$ cat src/rtl/uart_tx_byte_feeder.sv
// Byte FIFO plus issue sequencer in front of the constant-baud UART transmitter.
// Drives the tx_start/tx_data handshake one byte at a time from the transmitter's registered feedback.
module uart_tx_byte_feeder #(
  parameter int fifo_depth = 16,
  parameter int gap_cycles = 0
) (
  input  logic                        clk,
  input  logic                        rst,
  input  logic                        wr_en,
  input  logic [7:0]                  wr_data,
  input  logic                        clr_overflow,
  output logic                        full,
  output logic                        empty,
  output logic [$clog2(fifo_depth):0] count,
  output logic                        overflow,
  output logic                        busy,
  output logic                        tx_start,
  output logic [7:0]                  tx_data,
  input  logic                        tx_done,
  input  logic                        tx_idle
);

  localparam int AW = $clog2(fifo_depth);
  localparam int PW = AW + 1;
  localparam int GW = $clog2(gap_cycles + 2) + 1;

  typedef enum logic [1:0] {IDLE, WAIT_DONE, GAP} state_t;

  logic [7:0]    mem [fifo_depth];
  logic [PW-1:0] wr_ptr, rd_ptr;
  logic [GW-1:0] gap_cnt;
  state_t        state;
  logic          push, pop;

  assign count = wr_ptr - rd_ptr;
  assign empty = (wr_ptr == rd_ptr);
  assign full  = (count == PW'(fifo_depth));
  assign busy  = (state != IDLE) || !empty;
  assign push  = wr_en && !full;
  assign pop   = (state == IDLE) && !empty && tx_idle;

  always_ff @(posedge clk) begin
    if (push) mem[wr_ptr[AW-1:0]] <= wr_data;
  end

  always_ff @(posedge clk) begin
    if (rst) begin
      wr_ptr   <= '0;
      rd_ptr   <= '0;
      overflow <= 1'b0;
    end else begin
      if (push) wr_ptr <= wr_ptr + PW'(1);
      if (pop)  rd_ptr <= rd_ptr + PW'(1);
      // a dropped write beats a same-cycle clear
      if (wr_en && full) overflow <= 1'b1;
      else if (clr_overflow) overflow <= 1'b0;
    end
  end

  always_ff @(posedge clk) begin
    if (rst) begin
      state    <= IDLE;
      tx_start <= 1'b0;
      tx_data  <= 8'h00;
      gap_cnt  <= '0;
    end else begin
      tx_start <= 1'b0;
      case (state)
        IDLE: if (pop) begin
          tx_data  <= mem[rd_ptr[AW-1:0]];
          tx_start <= 1'b1;
          state    <= WAIT_DONE;
        end
        WAIT_DONE: if (tx_done) begin
          // the extra count covers the clock where tx_idle still shows the finished frame
          gap_cnt <= GW'(gap_cycles + 1);
          state   <= GAP;
        end
        GAP: begin
          if (gap_cnt != '0) gap_cnt <= gap_cnt - GW'(1);
          if (gap_cnt == '0 && tx_idle) state <= IDLE;
        end
        default: state <= IDLE;
      endcase
    end
  end

endmodule

$ cat config.mk
export PLATFORM = sky130hd
export DESIGN_NAME = uart_tx_byte_feeder
export DESIGN_NICKNAME = d
export VERILOG_FILES = /design/src/rtl/uart_tx_byte_feeder.sv
export SDC_FILE = /design/constraint.sdc
export NUM_CORES = 1
export LEC_CHECK = 0
export ABC_AREA = 1
export CAP_MARGIN = 0
export CORE_MARGIN = 2
export CORE_UTILIZATION = 64
export DETAILED_ROUTE_END_ITERATION = 10
export PLACE_DENSITY = 0.89
export SYNTH_ARGS = -nofsm -noshare
export SYNTH_HDL_FRONTEND = slang
export SYNTH_SLANG_ARGS = --single-unit
$ cat constraint.sdc
create_clock -name clk -period 5.5 [get_ports clk]
set_input_delay 1.1 -clock clk [delete_from_list [all_inputs] [get_ports clk]]
set_output_delay 1.1 -clock clk [all_outputs]
set_load 0.005 [all_outputs]
Run 1, local utilization:
The die is cut into 11 by 11 equal tiles; black is low, pale yellow is high, 0 to 100% covered.
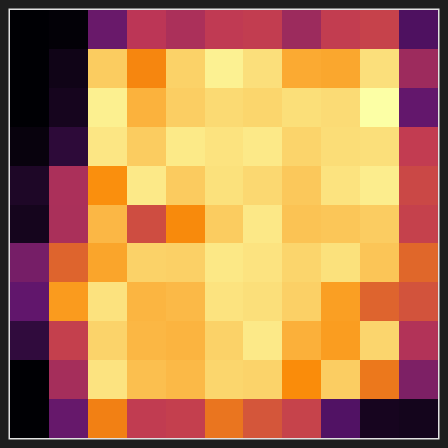
emptiest ninth of the die = upper left
nearly empty tiles = 5.0%
mean over tiles = 66%
fullest tile = 100%

Run 1, routing congestion:
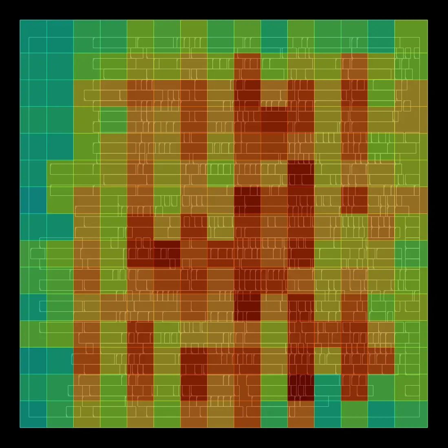
fin util: 76.0%
met3 usage: 8.48%
WL/cell: 20.1 um
GRT Total Usage: 28.9%
global route hottest layer: met2

Run 1, drive-strength map:
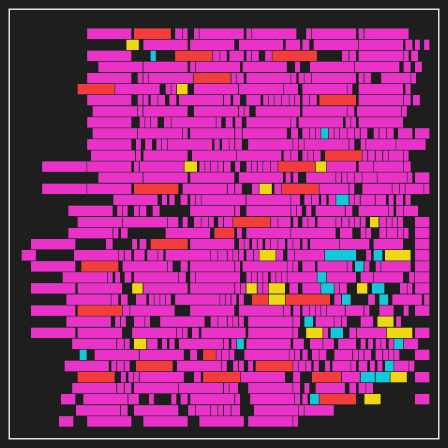
red -> x6 and larger  # cells 24, most used clkbuf_16
magenta -> x1 and smaller  # cells 567, most used edfxtp_1
cyan -> x2  # cells 20, most used nand2_2
yellow -> x3 and x4  # cells 19, most used nand2_4
area delta synth->final: 14.6%
fin area: 7500 um^2
setup ws final: 1.35 ns
Non-CTS buffers: 33

==> run_results.csv, run 1 <==
group,metric,value,unit
clock_tree,max-clock-path-buffers,2,
pwr,p_total,3.49,mW
clock_tree,worstSkewPairLatency,0.53,ns
timing,worstMarginPinSlew,1.24,ns
layout,drive_gt1_share,10.0,%
worst_setup_path,arrival,3.05,ns
routing,first_iter_violations,647,
clock_tree,ctsResizeCount,0,
clock_tree,cts_num_sinks,152,
layout,lay_top_count,"edfxtp_1",
timing,hold_viol_final,0,
worst_setup_path,critPathKind,"register to output pin",
layout,final_cell_mix,"edfxtp_1, nor2_1, nand2_1",
placement,dpl.hpwl,8870,um
floorplanning,fp.dieW,105,um
routing,drt-pass1-iter-count,7,
yosys,synth_cell_types,38,
routing,routed.top_layer,"met4",
yosys,syn_inst,593,
yosys,ys_seq_share,66.1,%
routing,wl_met2,7510,um
yosys,ys_cells,593,
timing,max_freq,241,MHz
global_routing,grt_max_degree,68,
routing,drc_errors,0,
timing,period_used_share,75.5,%
yosys,async_flop_share,0,%
pwr,power_density,466,nW/um^2
placement,place_congestion,0.887,
routing,avgViaCountPerCell,6.18,
yosys,synth-edff-count,128,
floorplanning,dieArea,11000,um^2
layout,fin_nets,642,
timing,finalClockSkew,0.0131,ns
clock_tree,root_buffer,"clkbuf_8",
placement,placed_cells,731,
layout,insertedDiodeCount,0,
yosys,fp_nets,618,
timing,drv_slew,0,
floorplanning,die_h,105,um
timing,finalSetupViolations,0,
job,warning_count,29,
timing,period_needed,4.15,ns
yosys,synthFlopType,"edfxtp_1",
routing,num_vias,4717,
routing,wl_met3,1500,um
worst_setup_path,start_kind,"register",
clock_tree,holdBufCountCts,0,
layout,fin_cells,763,
job,maxCapViolations,0,
global_routing,grt_pass1_vias,4578,
floorplanning,coreArea,9860,um^2
floorplanning,initCoreUtil,66.3,%
timing,grt_setup_unrepaired,"false",
clock_tree,cts_made_buffers,17,
worst_setup_path,end_kind,"output pin",
clock_tree,post_cts_buffers,0,
pwr,leakage,2.68,nW
worst_setup_path,required,4.40,ns
timing,fin_tns_setup,0,ns
clock_tree,htree_levels,4,
yosys,syn_avg_cell_area,11.0,um^2
timing,relSlewSlack,16.9,%
clock_tree,clkTransAtPathRegs,0.07,ns
placement,port_buffers,31,
worst_hold_path,hold_path_class,"register to register",
global_routing,grt_pass1_wl,24000,um
clock_tree,cts_tree,"yes",
routing,wl_met1,5800,um
yosys,ys_area,6540,um^2
floorplanning,rows,36,
yosys,synth-seq-cells,152,
pwr,vdd_drop_max,0.000240,V
global_routing,antenna_found_initial,0,
routing,drtAntennaViolNets,0,
run_status,outcome,"finished, final reports clean",
yosys,yosys_warnings,0,
routing,wl,15300,um
worst_setup_path,worstPathMaxFanout,18,
global_routing,grt.overflow.total,0,
floorplanning,pin_count,32,
yosys,syn_area,6540,um^2
[run 1: worst paths after layout]
check	start	endpoint	slack (ns)	depth (start not counted)
worst min-delay path	overflow	overflow	0.46	2
worst min register to register	overflow	overflow	0.46	2
worst max register to register	rd_ptr[2]	mem[7][0]	2.02	7
worst max-delay path	rd_ptr[2]	full	1.35	8
[run 1: flip-flops by register name, indices dropped and copies added, names as in the netlist]
name      cells
mem         128
tx_data       8
tx_start      1
overflow      1
gap_cnt       2
state         2
wr_ptr        5
rd_ptr        5
[run 1: power by group]
group / switching (mW) / total, mW / internal, mW
Sequential: 0.0360 / 1.35 / 1.32
Clock: 0.464 / 1.20 / 0.738
Combinational: 0.602 / 0.938 / 0.337
Total: 1.10 / 3.49 / 2.39
[run 1: layer usage]
metal | track usage (%) | vias up
li1 | - | 2095
met3 | 8.48 | 50
met5 | 0 | -
met1 | 36.3 | 2259
met2 | 46.7 | 313
met4 | 13.1 | 0
[run 1: cells in the mapped netlist, types with 4 or more instances]
cell type	n	share of area (%)
a21oi_1	12	0.92
buf_2	9	0.69
buf_4	6	0.69
clkbuf_1	10	0.57
dfxtp_1	24	7.3
edfxtp_1	128	59
ha_1	10	1.9
inv_1	28	1.6
nand2_1	80	4.6
nand2_2	6	0.57
nand2_4	5	0.86
nand3_1	45	3.4
nor2_1	114	6.5
nor3_1	4	0.31
o211ai_1	8	0.92
o21ai_0	29	2.2
o21ai_1	36	2.8
o22ai_1	7	0.67
xor2_1	5	0.67
[run 1: worst max-delay path: stages, from the launching register on]
cell and delay, ns:
dfxtp_1 0.79, inv_1 0.23, ha_1 0.42, a21oi_1 0.19, nand3_1 0.13, nand2_4 0.10, nand2_1 0.06, nor2_2 0.10
clkdlybuf4s50_1 0.50
[run 1: metrics by stage]
step	setup slack, ns	hold WS [ns]	instance area [um^2]
6_report	1.35	0.461	7500
5_1_grt	1.13	0.502	7500
4_1_cts	1.38	0.463	7500
3_5_place_dp	1.98	0.452	6880
3_3_place_gp	2.10	0.451	6880
2_1_floorplan	2.78	0.443	6540
[run 1: final cells by class]
| type | instances | area, um^2 |
|---|---|---|
| clock inverters | 15 | 201 |
| repair buffers | 33 | 325 |
| fillers | 552 | 2370 |
| clock buffers | 17 | 414 |
| well taps | 133 | 166 |
| inverters | 32 | 130 |
| multi-input cells | 381 | 1930 |
| flip-flops and latches | 152 | 4330 |
[run 1: cell families (layout without fill, tap and decap cells)]
group / Yosys count / in the layout / synth area share [%]
compound gates: 97 / 97 / 8.13
xor+xnor: 6 / 6 / 0.803
fa+ha+maj: 11 / 11 / 2.22
buf+inv: 60 / 97 / 4.36
flops: 152 / 152 / 66.1
simple gates: 267 / 267 / 18.4
Run 1, sequential cells colored by netlist name:
Other sequential cells in the stronger gray, the rest of the logic in the fainter gray.
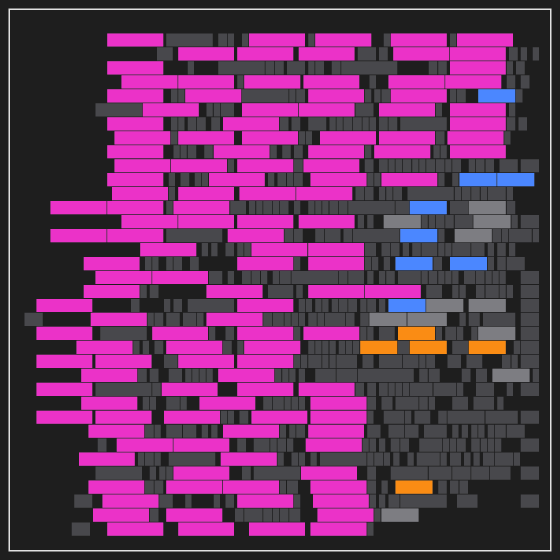

--- run 2 (diff from run 1) ---
--- a/config.mk
+++ b/config.mk
@@ -8,9 +8,9 @@
 export ABC_AREA = 1
 export CAP_MARGIN = 0
 export CORE_MARGIN = 2
-export CORE_UTILIZATION = 64
+export CORE_UTILIZATION = 54
 export DETAILED_ROUTE_END_ITERATION = 10
-export PLACE_DENSITY = 0.89
+export PLACE_DENSITY = 0.81
 export SYNTH_ARGS = -nofsm -noshare
 export SYNTH_HDL_FRONTEND = slang
 export SYNTH_SLANG_ARGS = --single-unit
==> constraint.sdc (replaced) <==
create_clock -name clk -period 3.57 [get_ports clk]
set_input_delay 0.714 -clock clk [delete_from_list [all_inputs] [get_ports clk]]
set_output_delay 0.714 -clock clk [all_outputs]
set_load 0.005 [all_outputs]
Run 2, sequential cells colored by netlist name:
Other sequential cells in the stronger gray, the rest of the logic in the fainter gray.
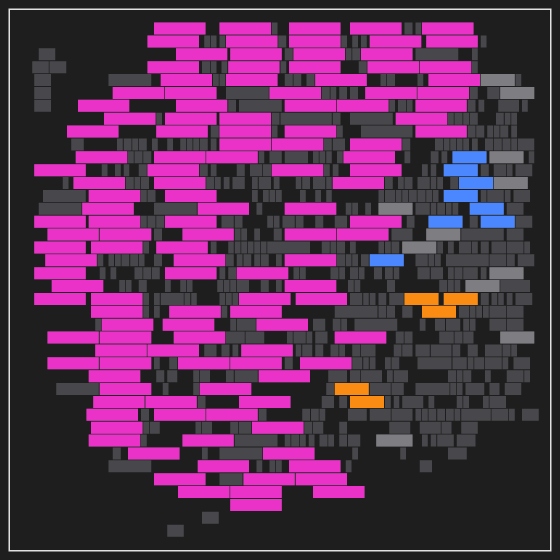
blue -> `tx_data`  # flops 8
magenta -> `mem`  # flops 128
orange -> `wr_ptr`  # flops 5, where middle right

Run 2, local utilization:
The die is cut into 11 by 11 equal tiles; black is low, pale yellow is high, 0 to 100% covered.
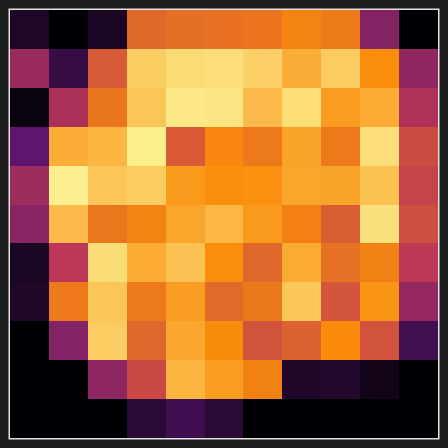
mean over tiles = 57%
fullest tile = 96%
tiles over 75% full = 39%
nearly empty tiles = 12%

==> run_results.csv, run 2 <==
group,metric,value,unit
run_status,outcome,"finished, final reports clean",
placement,dpl.hpwl,9520,um
pwr,p_total,5.29,mW
floorplanning,fp.dieW,114,um
worst_hold_path,min_from,"overflow",
worst_hold_path,hold_path_class,"register to register",
placement,place_congestion,0.879,
job,maxCapViolations,0,
timing,finalClockSkew,0.00755,ns
timing,max_freq,295,MHz
routing,wl_met1,5990,um
timing,finalSetupViolations,0,
timing,hold_viol_final,0,
yosys,synth_cell_types,38,
yosys,top_cells_by_count,"edfxtp_1, nor2_1, nand2_1",
timing,relSlewSlack,29.7,%
worst_setup_path,reg2reg_depth,10,
worst_setup_path,r2r_slack,0.55,ns
global_routing,grt_pass1_vias,4345,
yosys,syn_inst,593,
clock_tree,root_buffer,"clkbuf_16",
clock_tree,cts_num_sinks,152,
placement,pre_cts_slack,0.596,ns
floorplanning,rows,40,
yosys,topCombFamilyByArea,"simple AND/OR/NAND/NOR gates",
yosys,synth-simple-area-share,18.4,%
yosys,compound_area_share,8.13,%
yosys,syn_avg_cell_area,11.0,um^2
routing,num_vias,4522,
yosys,top_cells_by_area,"edfxtp_1, dfxtp_1, nor2_1",
clock_tree,ctsResizeCount,0,
layout,fin_cells,789,
timing,hold_ws,0.463,ns
worst_setup_path,r2r-start,"wr_ptr[0]",
floorplanning,die_h,114,um
worst_hold_path,min_to,"overflow",
routing,drt-pass1-iter-count,5,
floorplanning,dieArea,13000,um^2
global_routing,grt_pass1_wl,23100,um
placement,dpl_cell_area,6990,um^2
clock_tree,clkTransAtPathRegs,0.06,ns
floorplanning,initCoreUtil,54.9,%
floorplanning,coreArea,11900,um^2
global_routing,grt.overflow.total,0,
yosys,ys_seq_share,66.1,%
timing,period_used_share,95.1,%
yosys,ys_sh_xor,0.803,%
yosys,top_cell_area_share,58.7,%
worst_hold_path,whs_path_depth,2,
yosys,synthFlopType,"edfxtp_1",
yosys,synth-edff-count,128,
yosys,ys_area,6540,um^2
routing,wl_met2,7020,um
timing,worstMarginPinSlew,1.05,ns
yosys,top_area_cell,"edfxtp_1",
routing,wire_per_inst,18.6,um
global_routing,grt_usage,24.2,%
worst_setup_path,arrival,2.68,ns
routing,wl_met3,1230,um
timing,drv_slew,0,
yosys,mux_share,0,%
layout,final_cell_mix,"edfxtp_1, nor2_1, nand2_1",
routing,avgViaCountPerCell,5.73,
worst_setup_path,end_kind,"output pin",
timing,fin_tns_setup,0,ns
routing,drc_errors,0,
placement,placed_cells,757,
worst_setup_path,worstPathMaxFanout,6,
worst_setup_path,rr_endpoint,"mem[6][4]",
clock_tree,holdBufCountCts,0,
yosys,fp_nets,618,
layout,largest_reg_flops,128,
pwr,power_density,698,nW/um^2
layout,syn2layout_area_growth,15.8,%
worst_setup_path,startpoint,"wr_ptr[0]",
yosys,top_cell,"edfxtp_1",
yosys,ys_cells,593,
clock_tree,cts_tree,"yes",
layout,insertedDiodeCount,0,
global_routing,grt_max_degree,68,
floorplanning,pin_count,32,
layout,lay_top_count,"edfxtp_1",
yosys,yosys_warnings,0,
yosys,async_flop_share,0,%
layout,fin_nets,654,
routing,first_iter_violations,629,
clock_tree,htree_levels,4,
yosys,syn_area,6540,um^2
routing,wl,14700,um
pwr,leakage,2.73,nW
routing,drtAntennaViolNets,0,
worst_setup_path,required,2.86,ns
layout,fin_area,7580,um^2
pwr,vdd_drop_max,0.000476,V
clock_tree,cts_made_buffers,17,
global_routing,antenna_found_initial,0,
worst_setup_path,critPathKind,"register to output pin",
layout,drive_gt1_share,11.1,%
yosys,ys_sh_adder,2.22,%
clock_tree,post_cts_buffers,0,
routing,routed.top_layer,"met4",
clock_tree,worstSkewPairLatency,0.42,ns
clock_tree,max-clock-path-buffers,2,
job,warning_count,29,
yosys,synth-seq-cells,152,
timing,grt_setup_unrepaired,"false",
timing,setup_ws,0.176,ns
timing,period_needed,3.39,ns
worst_setup_path,start_kind,"register",
placement,port_buffers,31,
Run 2, placement by cell class:
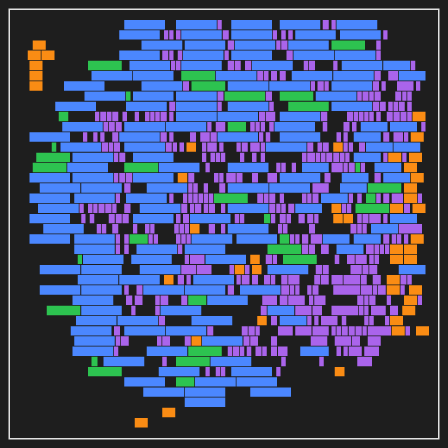
purple -> remaining logic cells  # cells 413
green -> clock drivers and dummy loads  # cells 32
orange -> remaining buffers and delay cells  # cells 45
blue -> registers  # cells 152
fin util: 63.6%
Seq area share: 57.1%

## run 2: per-layer routing
| layer | track usage, % | up-vias |
|---|---|---|
| met1 | 31.7 | 2145 |
| met2 | 38.6 | 211 |
| met5 | 0 | - |
| met3 | 6.72 | 44 |
| li1 | - | 2122 |
| met4 | 9.51 | 0 |
## run 2: cell type report
type / count / area, um^2
Inverter: 32 / 130
Sequential cell: 152 / 4330
Tap cell: 147 / 184
Timing Repair Buffer: 45 / 415
Multi-Input combinational cell: 381 / 1930
Clock inverter: 8 / 96.3
Fill cell: 861 / 4330
Clock buffer: 24 / 492
## run 2: report_power, final
part | switching, mW | internal [mW]
Sequential | 0.0511 | 2.03
Clock | 0.657 | 1.10
Combinational | 0.916 | 0.536
Total | 1.62 | 3.66
## run 2: worst max-delay path, stage by stage (launching register included)
cell	delay, ns
dfxtp_1	0.43
inv_1	0.12
ha_1	0.24
fa_1	0.41
inv_1	0.08
nand3_1	0.08
nand2_1	0.10
nand2_2	0.06
nand2_4	0.07
inv_1	0.05
nor2_2	0.11
clkdlybuf4s50_1	0.51
## run 2: cell families (layout without fill, tap and decap cells)
kind of cell / after synthesis / count (layout)
simple gates: 267 / 267
flops: 152 / 152
compound gates: 97 / 97
buf+inv: 60 / 109
fa+ha+maj: 11 / 11
xor+xnor: 6 / 6
## run 2: worst max-delay path by stage
stage	to	slack, ns
2_1_floorplan	mem[11][0]	0.85
3_3_place_gp	full	0.68
3_5_place_dp	mem[6][6]	0.60
4_1_cts	full	0.17
5_1_grt	full	0.02
6_report	full	0.18
Power is estimated from default activity; no workload was simulated.
